**config.mk**
```make
export PLATFORM = sky130hd
export DESIGN_NAME = model_loader
export DESIGN_NICKNAME = d
export VERILOG_FILES = /design/src/rtl/model_loader_pkg.sv /design/src/rtl/ml_counter.sv /design/src/rtl/model_loader.sv
export SDC_FILE = /design/constraint.sdc
export NUM_CORES = 1
export LEC_CHECK = 0
export ABC_AREA = 1
export CAP_MARGIN = 0
export CORE_AREA = 2 2 83 85
export DETAILED_ROUTE_END_ITERATION = 7
export DIE_AREA = 0 0 85 87
export GPL_TIMING_DRIVEN = 0
export PLACE_DENSITY = 0.86
export SLEW_MARGIN = 15
export SYNTH_ARGS = -nofsm -noshare
export SYNTH_HDL_FRONTEND = slang
export SYNTH_SLANG_ARGS = --single-unit
```
**constraint.sdc**
```tcl
create_clock -name clk -period 4.1 [get_ports clk]
set_clock_uncertainty 0.1 [all_clocks]
set_input_delay 0.41 -clock clk [delete_from_list [all_inputs] [get_ports clk]]
set_output_delay 0.41 -clock clk [all_outputs]
set_load 0.02 [all_outputs]
```
**src/rtl/model_loader_pkg.sv**
```systemverilog
`default_nettype none
// ============================================================================
//  Module      : model_loader_pkg
//  Description : Shared FSM state type, default configuration constants and
//                a counter-width helper for the model loader.
//  Revision    : 1.0  initial release
// ============================================================================
package model_loader_pkg;

  // Default configuration; the top-level parameters start from these.
  localparam int DEF_DATA_W       = 8;
  localparam int DEF_NUM_CH_IN    = 2;
  localparam int DEF_WEIGHT_W     = 16;
  localparam int DEF_ADDR_W       = 32;
  localparam int DEF_WEIGHT_COUNT = 77;   // 72 kernel + 4 bias + 1 macc_coeff
  localparam int DEF_IMAGE_SIZE   = 25;
  localparam int DEF_NUM_OUT      = 25;

  // Controller states, explicitly 3 bits wide.
  typedef enum logic [2:0] {
    IDLE   = 3'd0,
    LOAD   = 3'd1,
    STREAM = 3'd2,
    DRAIN  = 3'd3,
    DONE   = 3'd4
  } ml_state_t;

  // Bits needed for a counter that must be able to hold max_val itself.
  function automatic int cnt_width(input int max_val);
    return (max_val < 1) ? 1 : $clog2(max_val + 1);
  endfunction

endpackage
`default_nettype wire

```
**src/rtl/ml_counter.sv**
```systemverilog
`default_nettype none
// ============================================================================
//  Module      : ml_counter
//  Description : Up-counter with synchronous clear, enable, optional
//                saturation at TERM, and two terminal-count flags:
//                  at_term  - count currently equals TERM
//                  hit_term - this cycle's increment lands on TERM
//  Revision    : 1.0  initial release
// ============================================================================
module ml_counter
  import model_loader_pkg::*;
#(
  parameter int WIDTH    = 8,
  parameter int TERM     = 1,
  parameter bit SATURATE = 1'b0
) (
  input  logic             clk,
  input  logic             rst_n,
  input  logic             clear,
  input  logic             enable,
  output logic [WIDTH-1:0] count,
  output logic             at_term,
  output logic             hit_term
);

  localparam logic [WIDTH-1:0] C_TERM    = WIDTH'(TERM);
  localparam logic [WIDTH-1:0] C_TERM_M1 = WIDTH'(TERM - 1);
  localparam logic [WIDTH-1:0] C_ONE     = WIDTH'(1);

  logic w_step;

  assign at_term  = (count == C_TERM);
  // A saturating counter refuses to step once it sits on TERM.
  assign w_step   = enable && !(SATURATE && at_term);
  assign hit_term = w_step && (count == C_TERM_M1);

  // Count register: clear has priority over increment.
  always_ff @(posedge clk or negedge rst_n) begin
    if (!rst_n) begin
      count <= '0;
    end else if (clear) begin
      count <= '0;
    end else if (w_step) begin
      count <= count + C_ONE;
    end
  end

endmodule
`default_nettype wire

```
**src/rtl/model_loader.sv**
```systemverilog
`default_nettype none
// ============================================================================
//  Module      : model_loader
//  Description : Sequences one inference job: streams WEIGHT_COUNT weights
//                into the model's weight memory, then IMAGE_SIZE pixels into
//                the model input (throttled by the output FIFO), then waits
//                for NUM_OUT model outputs before pulsing done.
//  Options     : `define MODEL_LOADER_CHECKSUM_EN adds weight_checksum, the
//                modulo-2^WEIGHT_W sum of every weight written.
//  Revision    : 1.0  initial release
// ============================================================================
module model_loader
  import model_loader_pkg::*;
#(
  parameter int DATA_W       = DEF_DATA_W,
  parameter int NUM_CH_IN    = DEF_NUM_CH_IN,
  parameter int WEIGHT_W     = DEF_WEIGHT_W,
  parameter int ADDR_W       = DEF_ADDR_W,
  parameter int WEIGHT_COUNT = DEF_WEIGHT_COUNT,
  parameter int IMAGE_SIZE   = DEF_IMAGE_SIZE,
  parameter int NUM_OUT      = DEF_NUM_OUT
) (
  input  logic                          clk,
  input  logic                          rst_n,
  input  logic                          start,
  input  logic                          abort,
  input  logic [WEIGHT_W-1:0]           w_s_data,
  input  logic                          w_s_valid,
  output logic                          w_s_ready,
  input  logic [DATA_W*NUM_CH_IN-1:0]   px_s_data,
  input  logic                          px_s_valid,
  output logic                          px_s_ready,
  input  logic                          fifo_almost_full,
  input  logic                          o_valid_mon,
  output logic                          weight_wr_en,
  output logic [ADDR_W-1:0]             weight_wr_addr,
  output logic [WEIGHT_W-1:0]           weight_wr_data,
  output logic [DATA_W*NUM_CH_IN-1:0]   i_data,
  output logic                          i_valid,
  output logic                          busy,
  output logic                          done,
  output logic [$clog2(NUM_OUT+1)-1:0]  out_count
`ifdef MODEL_LOADER_CHECKSUM_EN
  ,
  output logic [WEIGHT_W-1:0]           weight_checksum
`endif
);

  localparam int W_CNT_W = cnt_width(WEIGHT_COUNT);
  localparam int P_CNT_W = cnt_width(IMAGE_SIZE);
  localparam int O_CNT_W = $clog2(NUM_OUT + 1);

  ml_state_t          r_state;
  ml_state_t          w_next_state;

  logic               w_start_go;
  logic               w_w_accept;
  logic               w_p_accept;
  logic               w_o_en;

  logic [W_CNT_W-1:0] w_w_cnt;
  logic               w_w_full;
  logic               w_w_last;
  logic [P_CNT_W-1:0] w_unused_px_cnt;
  logic               w_p_full;
  logic               w_p_last;
  logic               w_o_full;
  logic               w_o_hit;

  // start is only honoured in IDLE, and abort overrides it.
  assign w_start_go = (r_state == IDLE) && start && !abort;
  assign w_w_accept = w_s_valid && w_s_ready;
  assign w_p_accept = px_s_valid && px_s_ready;
  // Outputs are only counted while a job is in flight; an aborting cycle
  // leaves the count untouched.
  assign w_o_en     = o_valid_mon && busy && !abort;

  // Weight accept counter; its value is the write address of each accept.
  ml_counter #(
    .WIDTH    (W_CNT_W),
    .TERM     (WEIGHT_COUNT),
    .SATURATE (1'b0)
  ) u_weight_cnt (
    .clk      (clk),
    .rst_n    (rst_n),
    .clear    (w_start_go),
    .enable   (w_w_accept),
    .count    (w_w_cnt),
    .at_term  (w_w_full),
    .hit_term (w_w_last)
  );

  // Pixel accept counter.
  ml_counter #(
    .WIDTH    (P_CNT_W),
    .TERM     (IMAGE_SIZE),
    .SATURATE (1'b0)
  ) u_pixel_cnt (
    .clk      (clk),
    .rst_n    (rst_n),
    .clear    (w_start_go),
    .enable   (w_p_accept),
    .count    (w_unused_px_cnt),
    .at_term  (w_p_full),
    .hit_term (w_p_last)
  );

  // Model output counter, saturating at NUM_OUT.
  ml_counter #(
    .WIDTH    (O_CNT_W),
    .TERM     (NUM_OUT),
    .SATURATE (1'b1)
  ) u_out_cnt (
    .clk      (clk),
    .rst_n    (rst_n),
    .clear    (w_start_go),
    .enable   (w_o_en),
    .count    (out_count),
    .at_term  (w_o_full),
    .hit_term (w_o_hit)
  );

  // State register.
  always_ff @(posedge clk or negedge rst_n) begin
    if (!rst_n) begin
      r_state <= IDLE;
    end else begin
      r_state <= w_next_state;
    end
  end

  // Next-state decode and state-derived handshake/status outputs.
  always_comb begin
    w_next_state = r_state;
    busy         = 1'b0;
    done         = 1'b0;
    w_s_ready    = 1'b0;
    px_s_ready   = 1'b0;
    case (r_state)
      IDLE: begin
        if (start) w_next_state = LOAD;
      end
      LOAD: begin
        busy      = 1'b1;
        // The full flag is a guard only; LOAD is left on the last accept.
        w_s_ready = !abort && !w_w_full;
        if (w_w_last) w_next_state = STREAM;
      end
      STREAM: begin
        busy       = 1'b1;
        px_s_ready = !abort && !fifo_almost_full && !w_p_full;
        if (w_p_last) w_next_state = DRAIN;
      end
      DRAIN: begin
        busy = 1'b1;
        // Leave as soon as the final output lands, even this very cycle.
        if (w_o_full || w_o_hit) w_next_state = DONE;
      end
      DONE: begin
        done         = 1'b1;
        w_next_state = IDLE;
      end
      default: w_next_state = IDLE;
    endcase
    if (abort) w_next_state = IDLE;
  end

  // One-cycle registered forwarding of accepted weights and pixels.
  always_ff @(posedge clk or negedge rst_n) begin
    if (!rst_n) begin
      weight_wr_en   <= 1'b0;
      weight_wr_addr <= '0;
      weight_wr_data <= '0;
      i_valid        <= 1'b0;
      i_data         <= '0;
    end else begin
      weight_wr_en <= w_w_accept;
      i_valid      <= w_p_accept;
      if (w_w_accept) begin
        weight_wr_addr <= ADDR_W'(w_w_cnt);
        weight_wr_data <= w_s_data;
      end
      if (w_p_accept) begin
        i_data <= px_s_data;
      end
    end
  end

`ifdef MODEL_LOADER_CHECKSUM_EN
  // Running sum of the words actually written to the model, restarted per job.
  always_ff @(posedge clk or negedge rst_n) begin
    if (!rst_n) begin
      weight_checksum <= '0;
    end else if (w_start_go) begin
      weight_checksum <= '0;
    end else if (weight_wr_en) begin
      weight_checksum <= weight_checksum + weight_wr_data;
    end
  end
`endif

endmodule
`default_nettype wire

```
**Run 1: floorplan with the power grid**

Bar = 20 um. Pins as bars on the die edge.
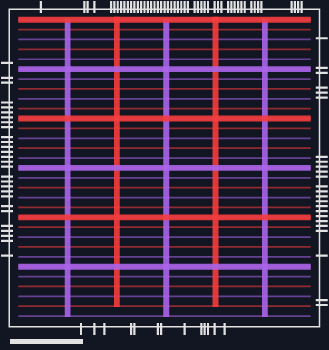
Key: VDD = red; VSS = purple
The core has 30 rows. 115 signal pins sit on the boundary. 5 straps on met4. 31 met1 rails follow the rows. 6 straps on met5.
die height: 87 um
Die W: 85 um
VDD IR max: 0.000407 V
core area: 6570 um2

**Run 1: placement by cell class**

Fill, decap, tap and diode cells in grey.
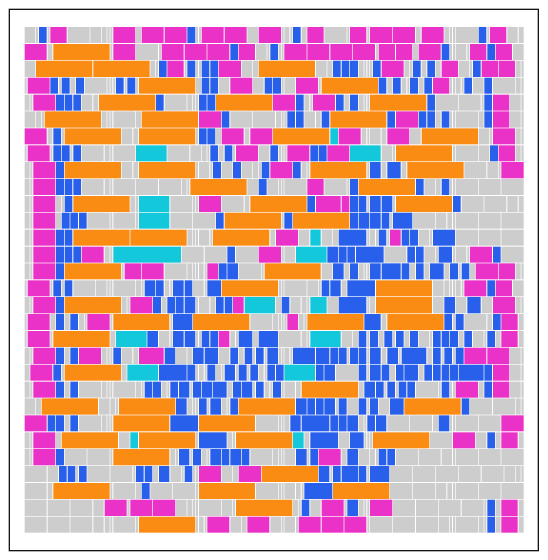
Key: flip-flops = orange [cells 61, share of their area 36%]; all other logic = blue [cells 297, share of their area 32%]; clock drivers and dummy loads = cyan [cells 16, share of their area 4.6%]; other buffers and delay cells = magenta [cells 124, share of their area 27%]
final core occ: 65.6%
flop share of the area: 35.4%
Final Instance Area: 4310 um2
row cnt: 30

**Run 1: clock wires, drivers and flops**

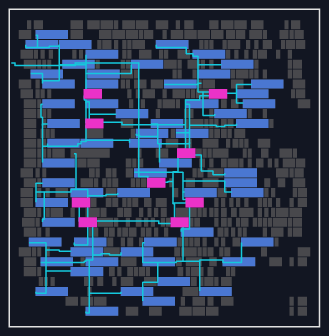
Key: cells driving clock nets = magenta [count 9]; clock wires = cyan [length 777 um]; flip-flops = blue [count 61]
There are 10 routed clock nets.
clock power share: 18.9%
clock latency on the worst-skew pair: 0.32 ns

==> impl_metrics.py, run 1 <==
# Generated from Yosys and OpenROAD reports
metrics = {
    "synthesis": {
        "netlist.area_leader.share_pct": 50.2,
        "ys_types": 29,
        "fa_ha_area_share_pct": 3.71,
        "synth_area_um2": 3040,
        "synth_flops": 61,
        "synthXorXnorAreaFrac_pct": 1.15,
        "ys_seq_share_pct": 50.2,
        "ys_sh_mux_pct": 0,
    },
    "route": {
        "ant_nets": 0,
        "detail_route.wl_per_cell_um": 11.8,
        "drc_errors": 0,
    },
    "clocking": {
        "cts_hold_buffers": 0,
        "cts_setup_buffers": 0,
        "clk_pin_slew_ns": 0.07,
        "clock-root-buffer": "clkbuf_8",
        "cts_resized": 0,
        "h-tree-depth": 3,
    },
    "placement": {
        "dp_cells": 562,
        "dpl-instance-area_um2": 4120,
        "post-place-ws_ns": 1.57,
    },
    "finish": {
        "diodes": 0,
        "final_common_cell": "nand2_1",
        "regArea_um2": 1530,
    },
    "setup_path": {
        "ff2ff_setup_slack_ns": 2.38,
        "r2r.worst_path.cells": 9,
        "critPathCaptureType": "primary output",
        "r2r-end": "i_data[13]",
        "endpoint": "px_s_ready",
        "startpoint": "abort",
        "critPathKind": "in -> out",
    },
    "global_route": {
        "gr-total-overflow": 0,
        "antenna_found_initial": 0,
        "track_usage_pct": 18.8,
    },
    "outcome": {
        "status": "finished clean",
    },
    "power": {
        "combinationalPowerShare_pct": 45.0,
        "p_int_w": 0.00169,
    },
    "final_timing": {
        "timing.final.ws_setup_ns": 1.57,
        "slew_viol_final": 0,
        "post-route-min-period_ns": 2.53,
        "setup_viol": 0,
        "maxSlewHeadroom_pct": 49.8,
        "worst_pin_slew_ns": 0.752,
        "clock.fmax_mhz": 396,
    },
    "floorplanning": {
        "fp_util_pct": 46.3,
        "ios": 115,
        "design.die.area_um2": 7400,
    },
    "run": {
        "drv_cap": 0,
    },
}
==> run 1: power groups by stage <==
stage / clock network (W) / logic [W] / registers, W
6_report: 0.000520 / 0.00124 / 0.000991
4_1_cts: 0.000531 / 0.00125 / 0.000992
5_1_grt: 0.000562 / 0.00135 / 0.00102
3_3_place_gp: 0 / 0.00121 / 0.000989
2_1_floorplan: 0 / 0.000434 / 0.00122
3_5_place_dp: 0 / 0.00125 / 0.000996
==> run 1: flip-flops by register name, summed over array words and instances, names as in the netlist <==
| signal | flops |
|---|---|
| u_weight_cnt.count | 7 |
| r_state | 3 |
| u_pixel_cnt.count | 5 |
| weight_wr_en | 1 |
| u_out_cnt.count | 5 |
| i_valid | 1 |
| weight_wr_data | 16 |
| weight_wr_addr | 7 |
| i_data | 16 |
==> run 1: final cells by class <==
class | instances | share of cell area (%)
Clock inverter | 4 | 1.10
Clock buffer | 12 | 3.37
Inverter | 31 | 2.70
Tap cell | 80 | 2.32
Sequential cell | 61 | 35.4
Timing Repair Buffer | 89 | 20.6
Buffer | 35 | 5.89
Multi-Input combinational cell | 266 | 28.6
==> run 1: cells in the mapped netlist, drive strengths merged <==
cell type,number
nand3,20
nand4,6
buf,34
a31oi,1
clkbuf,1
inv,31
ha,9
nand2,142
o21bai,1
conb,1
nor2,25
dfrtp,61
xor2,4
a21oi,5
nor3,3
o22ai,1
or2,2
o21ai,20
o21a,1
o31ai,1
==> run 1: worst max-delay path: stages <==
cell	delay, ns
clkdlybuf4s50_1	0.47
or2_1	0.27
nor2_2	0.16
nand2_1	0.06
inv_1	0.05
clkdlybuf4s50_1	0.59
==> run 1: routing by layer <==
layer	vias to the layer above	track usage, %	part of all wire [%]
met5	-	0	0
met2	75	33.2	51
met3	13	5.97	6.1
li1	1348	-	-
met1	1253	21.4	40
met4	0	7.07	2.1
**Run 1: the clock network**

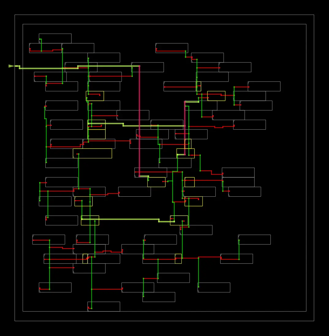

==> run 2: changes to the inputs <==
--- a/config.mk
+++ b/config.mk
@@ -7,11 +7,11 @@
 export LEC_CHECK = 0
 export ABC_AREA = 1
 export CAP_MARGIN = 0
-export CORE_AREA = 2 2 83 85
+export CORE_AREA = 2 2 87 89
 export DETAILED_ROUTE_END_ITERATION = 7
-export DIE_AREA = 0 0 85 87
+export DIE_AREA = 0 0 89 91
 export GPL_TIMING_DRIVEN = 0
-export PLACE_DENSITY = 0.86
+export PLACE_DENSITY = 0.8
 export SLEW_MARGIN = 15
 export SYNTH_ARGS = -nofsm -noshare
 export SYNTH_HDL_FRONTEND = slang
==> constraint.sdc (replaced) <==
create_clock -name clk -period 2.45 [get_ports clk]
set_clock_uncertainty 0.1 [all_clocks]
set_input_delay 0.245 -clock clk [delete_from_list [all_inputs] [get_ports clk]]
set_output_delay 0.245 -clock clk [all_outputs]
set_load 0.02 [all_outputs]
**Run 2: the clock network**

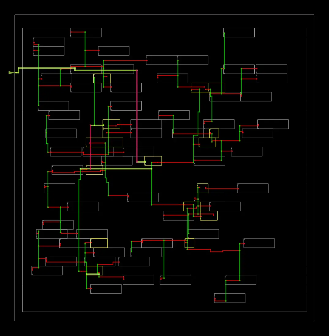
flip-flops: 61
clkbuf count: 11
CTS buffer count: 9
CTS sink count: 61
Clk. pwr: 0.000929 W

==> run 2 against run 1 <==
Net effect: non-clock buffer count grew 1; synthesized cell count is the same; combinational power grew 67%; final area grew 1.2%; critical path depth grew 2; critical endpoint unchanged; clock power grew 79%.
==> impl_metrics.py, run 2 <==
# Generated from Yosys and OpenROAD reports
metrics = {
    "synthesis": {
        "ys_async_sr_fraction_pct": 100,
        "synthXorXnorAreaFrac_pct": 1.15,
        "top_cell": "nand2_1",
        "ys_sh_mux_pct": 0,
        "ff_type": "dfrtp_1",
        "netlist.area_leader.share_pct": 50.2,
        "edf_count": 0,
    },
    "route": {
        "drt-met1-wl_um": 2950,
        "ant_nets": 0,
        "top_layer_used": "met4",
        "wl_met3_um": 355,
        "drc_errors": 0,
    },
    "clocking": {
        "clock-root-buffer": "clkbuf_8",
        "h-tree-depth": 3,
        "clock.latency.late_pin_ns": 0.33,
        "cts_setup_buffers": 0,
        "clk_pin_slew_ns": 0.07,
    },
    "outcome": {
        "status": "finished clean",
    },
    "floorplanning": {
        "die_w_um": 89,
        "core_area_um2": 7140,
        "design.die.area_um2": 8100,
        "ios": 115,
        "fp_util_pct": 42.6,
    },
    "finish": {
        "buffers": 125,
        "clock_tree_area_fraction_pct": 4.82,
        "diodes": 0,
        "fin_util_pct": 61.2,
        "nonClkBufAreaFrac_pct": 26.5,
        "regArea_um2": 1530,
        "comb_area_share_pct": 28.2,
        "logic_gates": 266,
        "largest_class": "registers",
        "top_regs": "i_data (16), weight_wr_data (16)",
    },
    "global_route": {
        "track_usage_pct": 17.9,
        "use_met3_pct": 3.55,
        "use_met2_pct": 31.5,
        "grtUsageMet1_pct": 21.1,
        "busiest_layer": "met2",
    },
    "power": {
        "combinationalPowerShare_pct": 44.5,
        "clockPowerShare_pct": 20.0,
        "power_leader": "combinational logic",
    },
    "setup_path": {
        "critPathCaptureType": "primary output",
        "r2r.worst_path.cells": 10,
        "ff2ff_setup_slack_ns": 0.74,
    },
    "final_timing": {
        "maxSlewHeadroom_pct": 49.3,
        "clock.fmax_mhz": 447,
        "post-route-min-period_ns": 2.24,
        "timing.final.ws_setup_ns": 0.212,
        "slew_viol_final": 0,
    },
    "placement": {
        "dp_cells": 581,
    },
}
run 2: cell counts after synthesis:
Identical to the previous run, type by type.
run 2: worst max-delay path: stages (launching register included):
cell	delay [ns]
dfrtp_1	0.37
inv_1	0.08
ha_1	0.18
nand2_1	0.05
nor2_1	0.05
nor2_2	0.12
nand2_1	0.06
inv_1	0.05
clkdlybuf4s50_1	0.59
run 2: cells by family (layout without fill, tap and decap cells):
| family | after synthesis | in the layout |
|---|---|---|
| other | 1 | 25 |
| buffers and inverters | 66 | 172 |
| AND-OR/OR-AND | 30 | 30 |
| AND/OR/NAND/NOR | 198 | 198 |
| flip-flops | 61 | 61 |
| XOR/XNOR | 4 | 4 |
| adder cells (fa/ha/maj) | 9 | 9 |
run 2: per-stage QoR:
step	power [W]	cell area (um2)	hold WS, ns	TNS [ns]
detailed placement	0.00375	4140	0.284	0
global placement	0.00368	4140	0.361	-57.50
CTS	0.00470	4360	0.323	0
floorplan	0.00277	3130	-0.151	0
global route	0.00496	4360	0.344	0
finish	0.00465	4360	0.341	0
run 2: worst max path at each step:
stage / slack (ns) / cells after the start / start / to
2_1_floorplan: 0.97 / 8 / u_out_cnt.count[1] / u_out_cnt.count[2]
3_3_place_gp: -0.95 / 1 / rst_n / weight_wr_data[1]
3_5_place_dp: 0.26 / 6 / abort / px_s_ready
4_1_cts: 0.12 / 8 / u_weight_cnt.count[1] / w_s_ready
5_1_grt: 0.06 / 8 / u_pixel_cnt.count[1] / px_s_ready
6_report: 0.21 / 8 / u_pixel_cnt.count[1] / px_s_ready
run 2: what timing repair did:
item	CTS	global route
gates resized	0	1
endpoints found under the setup margin	0	1
hold buffers	1	0
endpoints found under the hold margin	61	0
**Run 2: clock wires, drivers and flops**

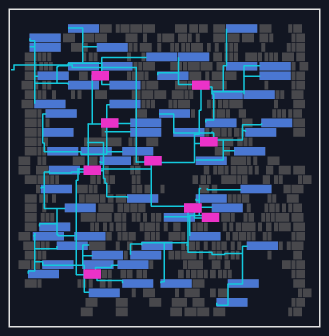

==> run 3: changes to the inputs <==
--- a/config.mk
+++ b/config.mk
@@ -11,6 +11,7 @@
 export DETAILED_ROUTE_END_ITERATION = 7
 export DIE_AREA = 0 0 89 91
 export GPL_TIMING_DRIVEN = 0
+export MAX_ROUTING_LAYER = met4
 export PLACE_DENSITY = 0.8
 export SLEW_MARGIN = 15
 export SYNTH_ARGS = -nofsm -noshare
**Run 3: clock wires, drivers and flops**

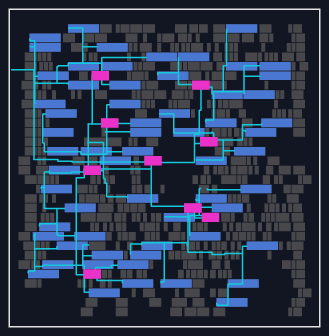
Key: clock wires = cyan [length 822 um]; cells driving clock nets = magenta [count 9]; flip-flops = blue [count 61]
There are 10 routed clock nets.
clock power share: 20.0%
clock latency on the worst-skew pair: 0.33 ns
Clk. pwr: 0.000928 W

==> run 3 against run 2 <==
Net effect: count of clock-buffer cells in the layout unchanged; hold slack about the same; critical path depth stayed put; maximum frequency about the same; via count barely moved; synthesized cell count stayed put; largest power group unchanged; critical endpoint unchanged.
==> impl_metrics.py, run 3 <==
# Generated from Yosys and OpenROAD reports
metrics = {
    "route": {
        "ant_nets": 0,
        "drt-met1-wl_um": 2960,
        "drc_errors": 0,
        "wl_met3_um": 340,
        "detail_route.wl_per_cell_um": 11.6,
        "top_layer_used": "met4",
        "dr.first_iter.drc_count": 101,
        "met2_wirelength_um": 3600,
    },
    "global_route": {
        "track_usage_pct": 18.4,
        "use_met3_pct": 3.36,
        "busiest_layer": "met2",
        "grt_pass1_wl_um": 11400,
        "grtUsageMet1_pct": 21.3,
        "antenna_found_initial": 0,
        "use_met2_pct": 31.5,
        "gr-total-overflow": 0,
    },
    "finish": {
        "ff_count": 61,
        "comb_area_um2": 1230,
        "diodes": 0,
        "n_clock_buffer": 11,
        "final_area_um2": 4360,
        "regArea_um2": 1530,
        "inverters_excl_clock": 31,
        "top_regs": "i_data (16), weight_wr_data (16)",
        "seqAreaFraction_pct": 35.0,
        "fillerInstances": 648,
        "logic_gates": 266,
        "comb_area_share_pct": 28.2,
        "clock_tree_area_fraction_pct": 4.82,
        "nonClkBufAreaFrac_pct": 26.5,
        "buffers": 125,
        "layout_top_cells": "141 x nand2_1, 87 x clkdlybuf4s50_1, 61 x dfrtp_1",
        "largest_class": "registers",
        "final_common_cell": "nand2_1",
    },
    "final_timing": {
        "slew_viol_final": 0,
        "worst_pin_slew_ns": 0.763,
        "clock.fmax_mhz": 447,
        "timing.final.ws_setup_ns": 0.212,
        "setup_viol": 0,
        "maxSlewHeadroom_pct": 49.2,
        "post-route-min-period_ns": 2.24,
        "setup_tns_ns": 0,
    },
    "clocking": {
        "clock-sinks": 61,
        "numCtsBuffers": 9,
        "clk_pin_slew_ns": 0.07,
        "clock-root-buffer": "clkbuf_8",
        "h-tree-depth": 3,
        "cts_setup_buffers": 0,
        "cts_hold_buffers": 1,
        "cts_resized": 0,
    },
    "setup_path": {
        "path_cells": "inv_1 -> ha_1 -> nand2_1 -> nor2_1 -> nor2_2 -> nand2_1 -> inv_1 -> clkdlybuf4s50_1",
        "critPathCaptureType": "primary output",
        "arrival_ns": 1.89,
        "cp_slowest_stage_delay_ns": 0.59,
        "ff2ff_setup_slack_ns": 0.74,
        "cpMaxStageDelayCell": "clkdlybuf4s50_1",
        "r2r-end": "u_weight_cnt.count[1]",
        "critPathKind": "reg -> out",
        "crit_path_max_fanout": 3,
        "worstPathRequired_ns": 2.11,
        "r2r.worst_path.cells": 10,
    },
    "synthesis": {
        "ff_type": "dfrtp_1",
        "netlist.area_leader.share_pct": 50.2,
        "synth_flops": 61,
        "ys_types": 29,
        "ys_seq_share_pct": 50.2,
        "synth_area_um2": 3040,
        "edf_count": 0,
        "ys_top_cells_by_count": "141 x nand2_1, 61 x dfrtp_1, 27 x buf_4, 24 x inv_1, 22 x nor2_1",
        "top_cell": "nand2_1",
        "ys_async_sr_fraction_pct": 100,
    },
    "floorplanning": {
        "fp-row-count": 31,
        "taps": 99,
        "core_area_um2": 7140,
        "ios": 115,
        "dieHeight_um": 91,
        "die_w_um": 89,
        "fp_util_pct": 42.6,
        "design.die.area_um2": 8100,
    },
    "outcome": {
        "status": "finished clean",
    },
    "placement": {
        "dp_cells": 581,
        "post-place-ws_ns": 0.259,
        "dpl-instance-area_um2": 4140,
    },
    "power": {
        "p_leak_nw": 2.20,
        "max-vdd-ir-drop_v": 0.000519,
    },
    "run": {
        "drv_cap": 0,
    },
}
-- run 3: cell counts in the layout (fill, tap and decap cells not counted) --
No cell type changed its count.
-- run 3: cell families (layout without fill, tap and decap cells) --
| group | after synthesis | after routing | share of synthesized area (%) |
|---|---|---|---|
| and+or+nand+nor | 198 | 198 | 27.0 |
| other | 1 | 25 | 0.123 |
| adders and majority gates | 9 | 9 | 3.71 |
| DFF | 61 | 61 | 50.2 |
| buffers and inverters | 66 | 172 | 12.2 |
| AOI/OAI and AO/OA | 30 | 30 | 5.56 |
| xor gates and xnor gates | 4 | 4 | 1.15 |
-- run 3: critical path: cells and delay by family (launching register included) --
family | cells | cell delay (ns)
buf+inv | 3 | 0.72
flops | 1 | 0.37
simple gates | 4 | 0.28
fa+ha+maj | 1 | 0.18
-- run 3: metrics by stage --
step	power (W)	util [%]	hold WS (ns)
after CTS	0.00470	61.1	0.323
after detailed placement	0.00375	58.0	0.284
after global placement	0.00368	58.1	0.361
final	0.00465	61.2	0.341
after global routing	0.00496	61.2	0.344
after floorplan	0.00277	-	-0.151
-- run 3: worst max path at each step --
stage | slack (ns) | startpoint | endpoint | depth (start not counted)
3_3_place_gp | -0.95 | rst_n | weight_wr_data[1] | 1
5_1_grt | 0.06 | u_pixel_cnt.count[1] | px_s_ready | 8
6_report | 0.21 | u_pixel_cnt.count[1] | px_s_ready | 8
4_1_cts | 0.12 | u_weight_cnt.count[1] | w_s_ready | 8
2_1_floorplan | 0.97 | u_out_cnt.count[1] | u_out_cnt.count[2] | 8
3_5_place_dp | 0.26 | abort | px_s_ready | 6
-- run 3: report_power, final --
group	switching [W]	internal, W	total, W	leakage, nW
Combinational	0.00112	0.000946	0.00207	1.30
Sequential	0.000264	0.00139	0.00165	0.799
Clock	0.000403	0.000525	0.000928	0.102
Power is estimated from default activity; no workload was simulated.
